### The clock network, run 1

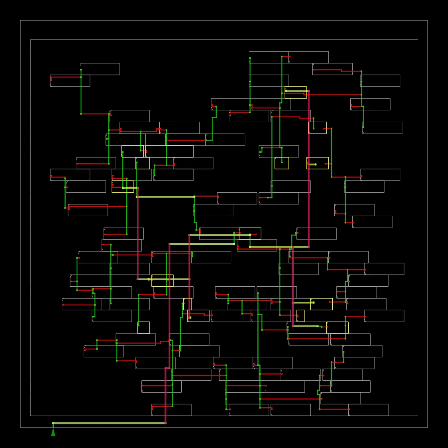
### Register map, names as in the netlist, run 1

The bar under the picture is 20 µm long. Other sequential cells in the stronger grey, the rest of the logic in the fainter grey.
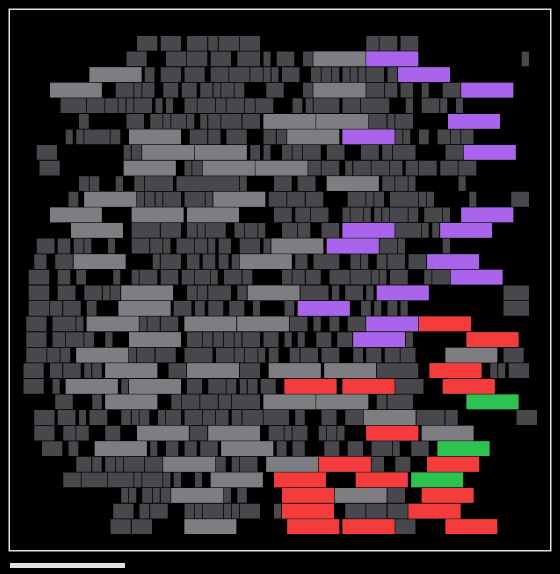
### Placed cells, one colour a class, run 1

Fill, decap, tap and diode cells in grey.
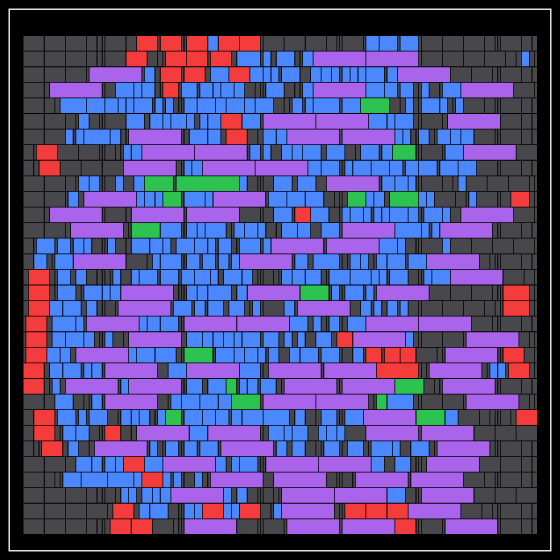
===== config.mk =====
export PLATFORM = sky130hd
export DESIGN_NAME = xyolo_ctrl_seq
export DESIGN_NICKNAME = d
export VERILOG_FILES = /design/src/rtl/xyolo_ctrl_pkg.sv /design/src/rtl/xyolo_ctrl_delay.sv /design/src/rtl/xyolo_ctrl_seq.sv
export SDC_FILE = /design/constraint.sdc
export NUM_CORES = 1
export LEC_CHECK = 0
export CORE_MARGIN = 2
export CORE_UTILIZATION = 57
export DETAILED_ROUTE_END_ITERATION = 6
export PLACE_DENSITY = 0.85
export SETUP_SLACK_MARGIN = 0.3
export SYNTH_ARGS = -nofsm -noshare
export SYNTH_HDL_FRONTEND = slang
export SYNTH_HIERARCHICAL = 1
export SYNTH_SLANG_ARGS = --single-unit

===== constraint.sdc =====
create_clock -name clk -period 3 [get_ports clk]
set_input_delay 0.6 -clock clk [delete_from_list [all_inputs] [get_ports clk]]
set_output_delay 0.6 -clock clk [all_outputs]
set_load 0.02 [all_outputs]

===== src/rtl/xyolo_ctrl_pkg.sv =====
// Shared definitions for the xyolo load-control sequencer: FSM encoding,
// window-end token layout and the maxpool group-size decode.
package xyolo_ctrl_pkg;

  typedef enum logic [1:0] {
    ST_IDLE  = 2'd0,
    ST_ISSUE = 2'd1,
    ST_DRAIN = 2'd2
  } state_t;

  localparam int TOK_W     = 4;
  localparam int TOK_VLD   = 0;
  localparam int TOK_FIRST = 1;
  localparam int TOK_LAST  = 2;
  localparam int TOK_FIN   = 3;

  function automatic logic [2:0] mp_decode(input logic [1:0] enc);
    case (enc)
      2'd0:    mp_decode = 3'd1;
      2'd1:    mp_decode = 3'd2;
      default: mp_decode = 3'd4;
    endcase
  endfunction

endpackage


===== src/rtl/xyolo_ctrl_delay.sv =====
// Fixed-depth shift register with async reset; carries window-end tokens
// from the last operand beat to the result-mux load point.
module xyolo_ctrl_delay #(
  parameter int DEPTH = 7,
  parameter int W     = 4
) (
  input  logic         clk,
  input  logic         rst,
  input  logic [W-1:0] d,
  output logic [W-1:0] q
);

  logic [W-1:0] sr_p [DEPTH];

  always_ff @(posedge clk or posedge rst) begin
    if (rst) begin
      for (int i = 0; i < DEPTH; i++) sr_p[i] <= '0;
    end else begin
      sr_p[0] <= d;
      for (int i = 1; i < DEPTH; i++) sr_p[i] <= sr_p[i-1];
    end
  end

  assign q = sr_p[DEPTH-1];

endmodule


===== src/rtl/xyolo_ctrl_seq.sv =====
// Load-control sequencer for the xyolo MAC/activation/maxpool datapath.
// Optional maxpool grouping is built when XYOLO_CTRL_MAXPOOL_EN is defined.
module xyolo_ctrl_seq
  import xyolo_ctrl_pkg::*;
#(
  parameter int N_MACS   = 1,
  parameter int N_MACS_W = $clog2(N_MACS) + ($clog2(N_MACS) == 0),
  parameter int CNT_W    = 16,
  parameter int RES_LAT  = 7
) (
  input  logic                clk,
  input  logic                rst,
  input  logic                run,
  input  logic [CNT_W-1:0]    acc_len,
  input  logic [CNT_W-1:0]    n_outputs,
  input  logic [1:0]          mp_len,
  input  logic [N_MACS_W-1:0] nmac_sel,
  input  logic                in_valid,
  output logic                op_en,
  output logic                op_gate,
  output logic                ld_acc,
  output logic                ld_res,
  output logic                ld_mp,
  output logic [N_MACS_W-1:0] ld_nmac,
  output logic                out_valid,
  output logic                done,
  output logic                busy
);

  state_t              state, state_nxt;
  logic [CNT_W-1:0]    acc_last, win_last, beat_cnt, win_cnt;
  logic [N_MACS_W-1:0] nmac_r;
  logic                run_acc, win_end, run_end, grp_first, grp_last;
  logic [TOK_W-1:0]    tok_in, tok_out;
  logic                out_valid_r, done_r;

  assign run_acc = run & (state == ST_IDLE);
  assign op_en   = (state == ST_ISSUE) & in_valid;
  assign op_gate = op_en;
  assign ld_acc  = op_en & (beat_cnt == '0);
  assign win_end = op_en & (beat_cnt == acc_last);
  assign run_end = win_end & (win_cnt == win_last);

  always_ff @(posedge clk or posedge rst) begin
    if (rst) state <= ST_IDLE;
    else     state <= state_nxt;
  end

  always_comb begin
    state_nxt = state;
    case (state)
      ST_IDLE:  if (run && n_outputs != '0) state_nxt = ST_ISSUE;
      ST_ISSUE: if (run_end) state_nxt = ST_DRAIN;
      ST_DRAIN: if (done_r) state_nxt = ST_IDLE;
      default:  state_nxt = ST_IDLE;
    endcase
  end

  // Config latch and beat/window counters; restarted by an accepted run.
  always_ff @(posedge clk or posedge rst) begin
    if (rst) begin
      acc_last <= '0;
      win_last <= '0;
      nmac_r   <= '0;
      beat_cnt <= '0;
      win_cnt  <= '0;
    end else if (run_acc) begin
      acc_last <= (acc_len == '0) ? '0 : acc_len - 1'b1;
      win_last <= n_outputs - 1'b1;
      nmac_r   <= nmac_sel;
      beat_cnt <= '0;
      win_cnt  <= '0;
    end else if (op_en) begin
      beat_cnt <= win_end ? '0 : beat_cnt + 1'b1;
      if (win_end) win_cnt <= win_cnt + 1'b1;
    end
  end

`ifdef XYOLO_CTRL_MAXPOOL_EN
  logic [1:0] pool_cnt, mp_last;

  always_ff @(posedge clk or posedge rst) begin
    if (rst) begin
      pool_cnt <= '0;
      mp_last  <= '0;
    end else if (run_acc) begin
      pool_cnt <= '0;
      mp_last  <= 2'(mp_decode(mp_len) - 3'd1);
    end else if (win_end) begin
      pool_cnt <= (pool_cnt == mp_last) ? 2'd0 : pool_cnt + 2'd1;
    end
  end

  assign grp_first = (pool_cnt == 2'd0);
  // A run that ends mid-group still has to emit its partial maximum.
  assign grp_last  = (pool_cnt == mp_last) | run_end;
  assign ld_mp     = tok_out[TOK_VLD] & ~tok_out[TOK_FIRST];
`else
  logic mp_len_unused;
  assign mp_len_unused = ^mp_len;
  assign grp_first     = 1'b1;
  assign grp_last      = 1'b1;
  assign ld_mp         = 1'b0;
`endif

  always_comb begin
    tok_in            = '0;
    tok_in[TOK_VLD]   = win_end;
    tok_in[TOK_FIRST] = grp_first;
    tok_in[TOK_LAST]  = grp_last;
    tok_in[TOK_FIN]   = run_end;
  end

  xyolo_ctrl_delay #(
    .DEPTH (RES_LAT),
    .W     (TOK_W)
  ) u_tok_pipe (
    .clk (clk),
    .rst (rst),
    .d   (tok_in),
    .q   (tok_out)
  );

  assign ld_res = tok_out[TOK_VLD];

  // Result stage: one cycle after the result-register load.
  always_ff @(posedge clk or posedge rst) begin
    if (rst) begin
      out_valid_r <= 1'b0;
      done_r      <= 1'b0;
    end else begin
      out_valid_r <= tok_out[TOK_VLD] & tok_out[TOK_LAST];
      done_r      <= (tok_out[TOK_VLD] & tok_out[TOK_FIN]) |
                     (run_acc & (n_outputs == '0));
    end
  end

  assign out_valid = out_valid_r;
  assign done      = done_r;
  assign busy      = (state != ST_IDLE);
  assign ld_nmac   = nmac_r;

endmodule


==> notes.md, run 1 <==
Summary of the current implementation state.

- The non-clock buffering overhead in the final layout is a little under 10%, for reference.
- The area taken by multi-input combinational cells is reported as between 0.002 and 0.0025 mm².
- The initial antenna violation count is 0.
- The synthesized area per cell is approximately 9.6 µm², for reference.
- The instance count after placement with tap cells included is around 610, for reference.
- The total number of tap cells is between 100 and 150, for reference.
- Ranked by total area, the top cell class in this layout is registers.
- In the global route stage, overall resource usage came out at roughly 24%.
- The run finished with clean final reports.
- For this block, the initial DRC count from the detailed router was between 300 and 400.
- Looking at the worst setup and hold paths, the clock pins of their registers show a slew of approximately 90 ps.
- The first global-routing pass estimated approximately 17 mm of wire.
- The worst setup path is launched from a flip-flop.
- In this run the remaining antenna-violating nets after routing total 0.
- The count of yosys warnings during synthesis is 6, for reference.
- The final timing summary puts the cycle share of the worst path at 85.8%.
- The worst min-delay path class is flip-flop to flip-flop, for reference.
- The worst register-to-register path ends at win_cnt[3].
- The largest net degree at the start of global routing is 61, for reference.
- The area added between synthesis and finish is 15.5%, for reference.
About 'The clock network':
TritonCTS buffer count: 9
Worst Clk Skew: 5.70 ps
power of the clock network: 850 µW
Flop Count: 90
clock buffer count: 9

About 'Register map, names as in the netlist':
green -> u_tok_pipe/q  # flops 3
red -> u_tok_pipe/sr_p  # flops 18
purple -> beat_cnt  # flops 16
not coloured = 53

About 'Placed cells, one colour a class':
green -> clock drivers and dummy loads  # cells 16
purple -> registers  # cells 90
blue -> remaining logic cells  # cells 365
red -> remaining buffers and delay cells  # cells 52
post-layout utilization of the core: 68.6%
number of rows created at floorplan: 32
Layout Cell Area excl Fill: 0.00536 mm²
core area: 0.00781 mm²
flop share of the area: 42.0%

==> run 1: sequential cells by signal, summed over array words and instances, names as in the netlist <==
register         count
done                 1
out_valid            1
ld_nmac              1
u_tok_pipe/sr_p     18
win_cnt             16
win_last            16
state                2
beat_cnt            16
acc_last            16
u_tok_pipe/q         3
==> run 1: critical path: cells and delay by family (launching register included) <==
kind                     cells  cell delay, ps
buffers and inverters        2             450
adder cells (fa/ha/maj)      1             140
flip-flops                   1             470
AND/OR/NAND/NOR              3             550
==> run 1: layer usage <==
layer / global-route usage (%) / vias up / routed length (µm)
met2: 40.2 / 105 / 4940
met5: 0 / - / 0
met4: 8.33 / 0 / 215
met3: 3.85 / 22 / 463
met1: 33.0 / 1758 / 4180
li1: - / 1743 / -
==> run 1: worst max path at each step <==
| stage | from | to | slack [ps] | depth (start not counted) |
|---|---|---|---|---|
| floorplan | rst | acc_last[0] | 660 | 1 |
| global placement | in_valid | ld_acc | 260 | 4 |
| detailed placement | acc_len[8] | acc_last[12] | 190 | 6 |
| CTS | in_valid | op_en | 340 | 4 |
| global route | beat_cnt[0] | ld_acc | 240 | 6 |
| finish | beat_cnt[0] | ld_acc | 420 | 6 |
==> run 1: metrics by stage <==
stage / setup WS (ps) / total power (µW) / hold slack (ps)
finish: 425 / 2640 / 355
global route: 236 / 2760 / 357
CTS: 338 / 2650 / 354
detailed placement: 194 / 1810 / 336
global placement: 260 / 1780 / 332
floorplan: 660 / 1660 / 331
==> run 1: report_power, final <==
group / internal (µW) / switching (µW)
combinational: 175 / 195
sequential: 1300 / 113
clock: 392 / 457
total: 1870 / 765
==> run 1: timing repair <==
action,4_1_cts,5_1_grt
pin swaps,0,0
buffers inserted,0,0
gates resized,2,4
endpoints found under the setup margin,3,3
### Clock wires, drivers and flops, run 1

The bar under the picture is 20 µm long.
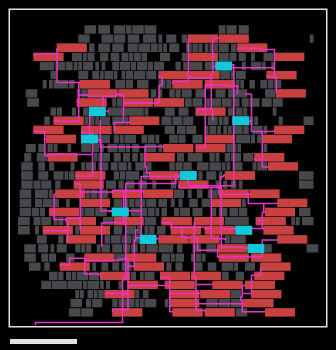

==> run 2, diff against run 1 <==
- clock period: 3 -> 2.7 ns (I/O delays scaled with it)
### Clock wires, drivers and flops, run 2

The bar under the picture is 20 µm long.
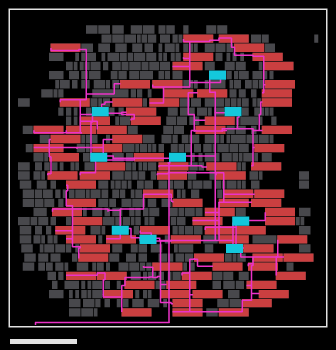
magenta -> clock wires  # length 1000 µm
cyan -> clock-net drivers  # count 9
red -> flip-flops  # count 90
flops lie = widely spread

### Placed cells, one colour a class, run 2

Fill, decap, tap and diode cells in grey.
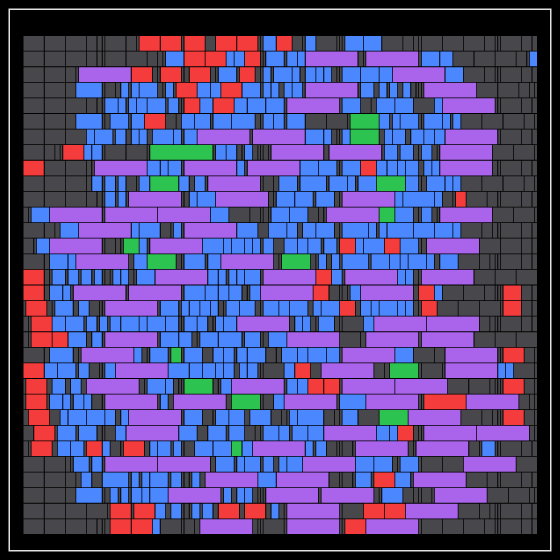
blue -> remaining logic cells  # cells 365
green -> clock drivers and dummy loads  # cells 15
purple -> registers  # cells 90
red -> remaining buffers and delay cells  # cells 63
post-layout utilization of the core: 69.6%
flop share of the area: 41.4%
Layout Cell Area excl Fill: 0.00544 mm²

==> run 2 against run 1 <==
Compared with the run above: first-iteration DRC count down 27%; sequential power increased by about 10%; design area up 1.4%; clock-buffer cell count grew 1; global-route usage grew 0.15 points; total power up 10%; area after synthesis did not move; sequential cell count unchanged; hold slack worse by 2.8 ps; critical path type is now input port to flip-flop.
==> notes.md, run 2 <==
Summary of the current implementation state.

- The flow ran to the end, and the final reports show no timing, DRC or antenna violations.
- Max fanout on the critical path was recorded as 4.
- The final hold violation count recorded for this run is 0.
- In this run, the number of DRC markers left after iteration 0 of detailed routing was roughly 230.
- The min-delay analysis places its worst path in the category flip-flop to flip-flop.
- The later pin in the worst-skew pair is clocked with a latency of roughly 350 ps.
- The final cell count without fillers is ~640, for reference.
- STA classifies the critical path startpoint as an input port.
- The number of flip-flops under the largest register name is 18, for reference.
- The HPWL after detailed placement is ~7 mm.
- The first global-routing pass estimated 17.0 mm of wire.
- Pins over their slew limit in the final report were tallied at 0.
- The post-route netlist has a little under a tenth of its cells at a drive strength greater than 1.
- CTS added clock buffers totalling 9.
- The total of endpoints with negative setup slack in the final report is 0, for reference.
- The total setup buffers inserted after CTS is 0, for reference.
- The global routing report lists met1 layer usage as roughly a third.
- The residual overflow from global routing is 0, for reference.
- Across the routed clock network, the largest skew measured is between 10 and 15 ps.
- Power comes to approximately 2900 µW.
- Per the placement log, port buffering inserted around 44 buffers.
- The launching instance or port of the critical path is acc_len[8], for reference.
- The clock drives ~90 sinks.
- Among logic cells in the layout, the one with the most instances is sky130_fd_sc_hd__dfrtp_1.
- From synthesis to final layout, the design area changed by 17.2%.
- In this run, placement finished with an instance count of 620.
- The worst path meets setup with roughly 360 ps of slack.
- On the reported timing paths, the clock transition at the registers reads 90 ps.
- The weighted congestion at the end of routability-driven global placement is between 0.8 and 0.9, for reference.
- The count of yosys warnings during synthesis is 6, for reference.
- The post-route antenna net violation count is 0, for reference.
- The global routing report lists met2 layer usage as 39.9%.
- Final hold analysis gives a worst-case slack of between 300 and 400 ps.
- The floorplan has 32 rows.
- STA on the placed design reports a worst setup slack of between 15 and 20 ps.
- The region available for standard cell placement spans around 0.008 mm².
- The count of TritonRoute iterations in the first routing pass is 5, for reference.
- The register containing the most flip-flops in the final layout is u_tok_pipe/sr_p, for reference.
- The synthesized area per cell is just under 10 µm², for reference.
- The met3 track utilization from global routing is between 4 and 5%, for reference.
- Entering global routing, the biggest net connects between 50 and 60 pins.
- The global router reports that the layer with the highest usage is met2.
- The initial antenna violation count is 0, for reference.
- OpenROAD reports that the post-layout worst path occupies between 80% and 90% of the period.
- Looking at the max-slew report, the worst-margin pin has a slew of roughly 750 ps.
- Total global-route track usage over all layers is between 20 and 25%.
- After layout, the minimum clock period comes to around 2300 ps.
[run 2: worst paths after layout]
check / slack [ps] / depth (start not counted) / end
worst min-delay path: 350 / 0 / u_tok_pipe/sr_p[6]
max in group asynchronous: 1560 / 2 / u_tok_pipe/sr_p[22]
worst min register to register: 350 / 0 / u_tok_pipe/sr_p[6]
worst max-delay path: 360 / 6 / acc_last[14]
worst max register to register: 460 / 6 / win_cnt[5]
min in group asynchronous: 500 / 2 / out_valid
[run 2: critical path: stages]
cell and delay, ps:
sky130_fd_sc_hd__clkdlybuf4s50_1 440, sky130_fd_sc_hd__or4_4 570, sky130_fd_sc_hd__or3_1 400, sky130_fd_sc_hd__nand2b_1 180, sky130_fd_sc_hd__and3_1 200, sky130_fd_sc_hd__a211o_1 260
[run 2: cell type report]
class | count | area, µm²
flip-flops and latches | 90 | 2250
inverters | 13 | 48.8
multi-input cells | 352 | 2230
repair buffers | 63 | 588
clock buffers | 10 | 138
clock inverters | 5 | 55.1
fillers | 577 | 2370
well taps | 102 | 128
[run 2: what timing repair did]
action | in CTS | in global routing
hold endpoints to repair | 0 | 0
pin swaps | 0 | 0
endpoints found under the setup margin | 3 | 11
gates resized | 3 | 6
[run 2: power breakdown]
group	switching, µW	total, µW	internal [µW]
sequential	130	1580	1450
combinational	218	427	209
clock	462	907	445
total	811	2910	2100
[run 2: routing by layer]
| metal | routed length [µm] | up-vias |
|---|---|---|
| li1 | - | 1767 |
| met1 | 4370 | 1843 |
| met2 | 5010 | 136 |
| met3 | 476 | 22 |
| met4 | 222 | 0 |
| met5 | 0 | - |
### Metal layers overlaid, run 2

The bar under the picture is 20 µm long. Only two layers are drawn.
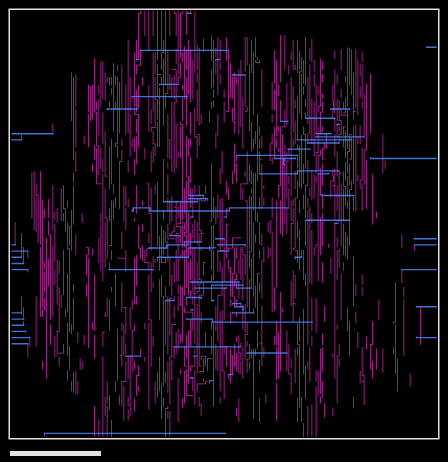

==> run 3, diff against run 2 <==
- TNS_END_PERCENT: default -> 30
### Metal layers overlaid, run 3

The bar under the picture is 20 µm long. Only two layers are drawn.
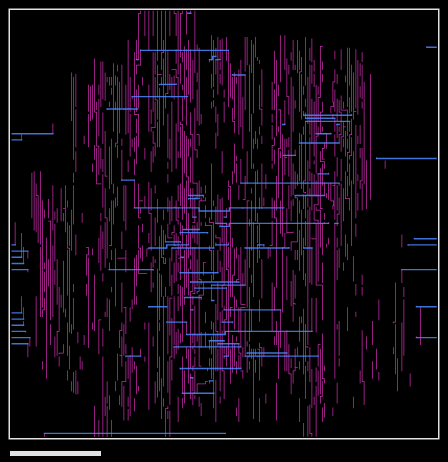
blue -> M3  # wire length 533 µm
magenta -> M2  # wire length 5000 µm
average routed wire per standard cell: 15.8 µm
GR Util All Layers: 24.5%
vias post-DR: 3767
Routed Wire Length: 10.0 mm

### The clock network, run 3

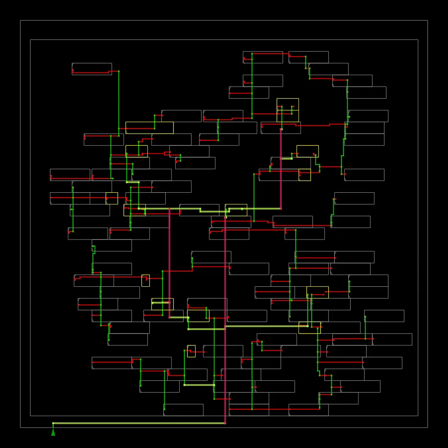
insertion delay of the later-clocked pin in the worst-skew pair: 350 ps
power of the clock network: 913 µW
clock buffer count: 10
Worst Clk Skew: 13.3 ps

==> run 3 against run 2 <==
Compared with the run above: clock-buffer cell count did not move; sequential share of layout area barely moved; area after synthesis did not move; sequential power barely moved; sequential cell count did not move; global-route usage did not move; design area barely moved; synthesized cell count did not move.
==> notes.md, run 3 <==
Summary of the current implementation state.

- For hold timing, the worst endpoint is u_tok_pipe/sr_p[6].
- Once the clock tree was built, the setup fixing pass inserted 0 buffers.
- Looking at the reg2reg group, the worst path ends at win_cnt[5].
- The timing endpoint of the critical path is ld_acc, for reference.
- The pin closest to its max-slew limit shows a slew of approximately 760 ps.
- The total of endpoints with negative setup slack in the final report is 0, for reference.
- The half-perimeter wire length after detailed placement is slightly above 7 mm, for reference.
- In this run the remaining antenna-violating nets after routing total 0.
- The path depth of the worst reg2reg path is 6, for reference.
- Counting endpoints that fail hold in the final report gives 0.
- The first TritonRoute pass finished after 5 iterations.
- TritonCTS reports the number of clock sinks as ~90.
- Note that the worst hold path type here is flip-flop to flip-flop.
- The number of buffers created by CTS is 9, for reference.
- The placeable core region is between 0.007 and 0.008 mm², for reference.
- The count of buffers inserted at the top-level ports is between 40 and 50, for reference.
- The register with the most flip-flops in the layout has 18 of them.
- The first-iteration detailed-routing DRC count is 280, for reference.
- The run finished with clean final reports.
- The area added between synthesis and finish is 17.2%, for reference.
- The site row count is 32, for reference.
- The maximum fanout encountered on the critical timing path is 6, for reference.
- Entering global routing, the biggest net connects around 56 pins.
- The synthesized area per cell is ~9.6 µm², for reference.
run 3: netlist changes by cell type in the layout (fill, tap and decap cells not counted):
cell,change
sky130_fd_sc_hd__nor4_1,+1
sky130_fd_sc_hd__clkbuf_2,-1
sky130_fd_sc_hd__dlymetal6s2s_1,+1
sky130_fd_sc_hd__nor4_2,-1
run 3: worst max-delay path, stage by stage, from the launching register on:
cell	delay, ps
sky130_fd_sc_hd__dfrtp_1	460
sky130_fd_sc_hd__inv_1	120
sky130_fd_sc_hd__ha_1	150
sky130_fd_sc_hd__nor4b_2	190
sky130_fd_sc_hd__nand4_1	120
sky130_fd_sc_hd__nor3_1	180
sky130_fd_sc_hd__dlygate4sd2_1	360
run 3: routing by layer:
| metal | up-vias | wire [µm] | GRT usage [%] |
|---|---|---|---|
| li1 | 1765 | - | - |
| met1 | 1838 | 4310 | 32.8 |
| met2 | 142 | 5000 | 39.9 |
| met3 | 22 | 532 | 4.82 |
| met4 | 0 | 198 | 8.82 |
| met5 | - | 0 | 0 |
run 3: area by class of cell:
type	count	area (µm²)
fillers	577	2370
flip-flops and latches	90	2250
multi-input cells	352	2220
repair buffers	63	596
clock buffers	10	138
well taps	102	128
clock inverters	5	55.1
inverters	13	48.8
run 3: report_power, final:
group | internal (µW) | switching [µW] | total, µW
registers | 1450 | 129 | 1580
logic | 208 | 213 | 421
clock network | 445 | 468 | 913
run 3: metrics by stage:
stage,total power (µW),cell area [µm²],utilization (%),instances,hold WS [ps]
2_1_floorplan,1840,4640,-,482,331
3_3_place_gp,1990,5240,67.1,620,334
3_5_place_dp,2010,5240,67.1,620,336
4_1_cts,2910,5430,69.5,635,353
5_1_grt,3040,5440,69.6,635,362
6_report,2910,5440,69.6,635,353
No activity file was given, so power comes from the tool's default toggle rates.
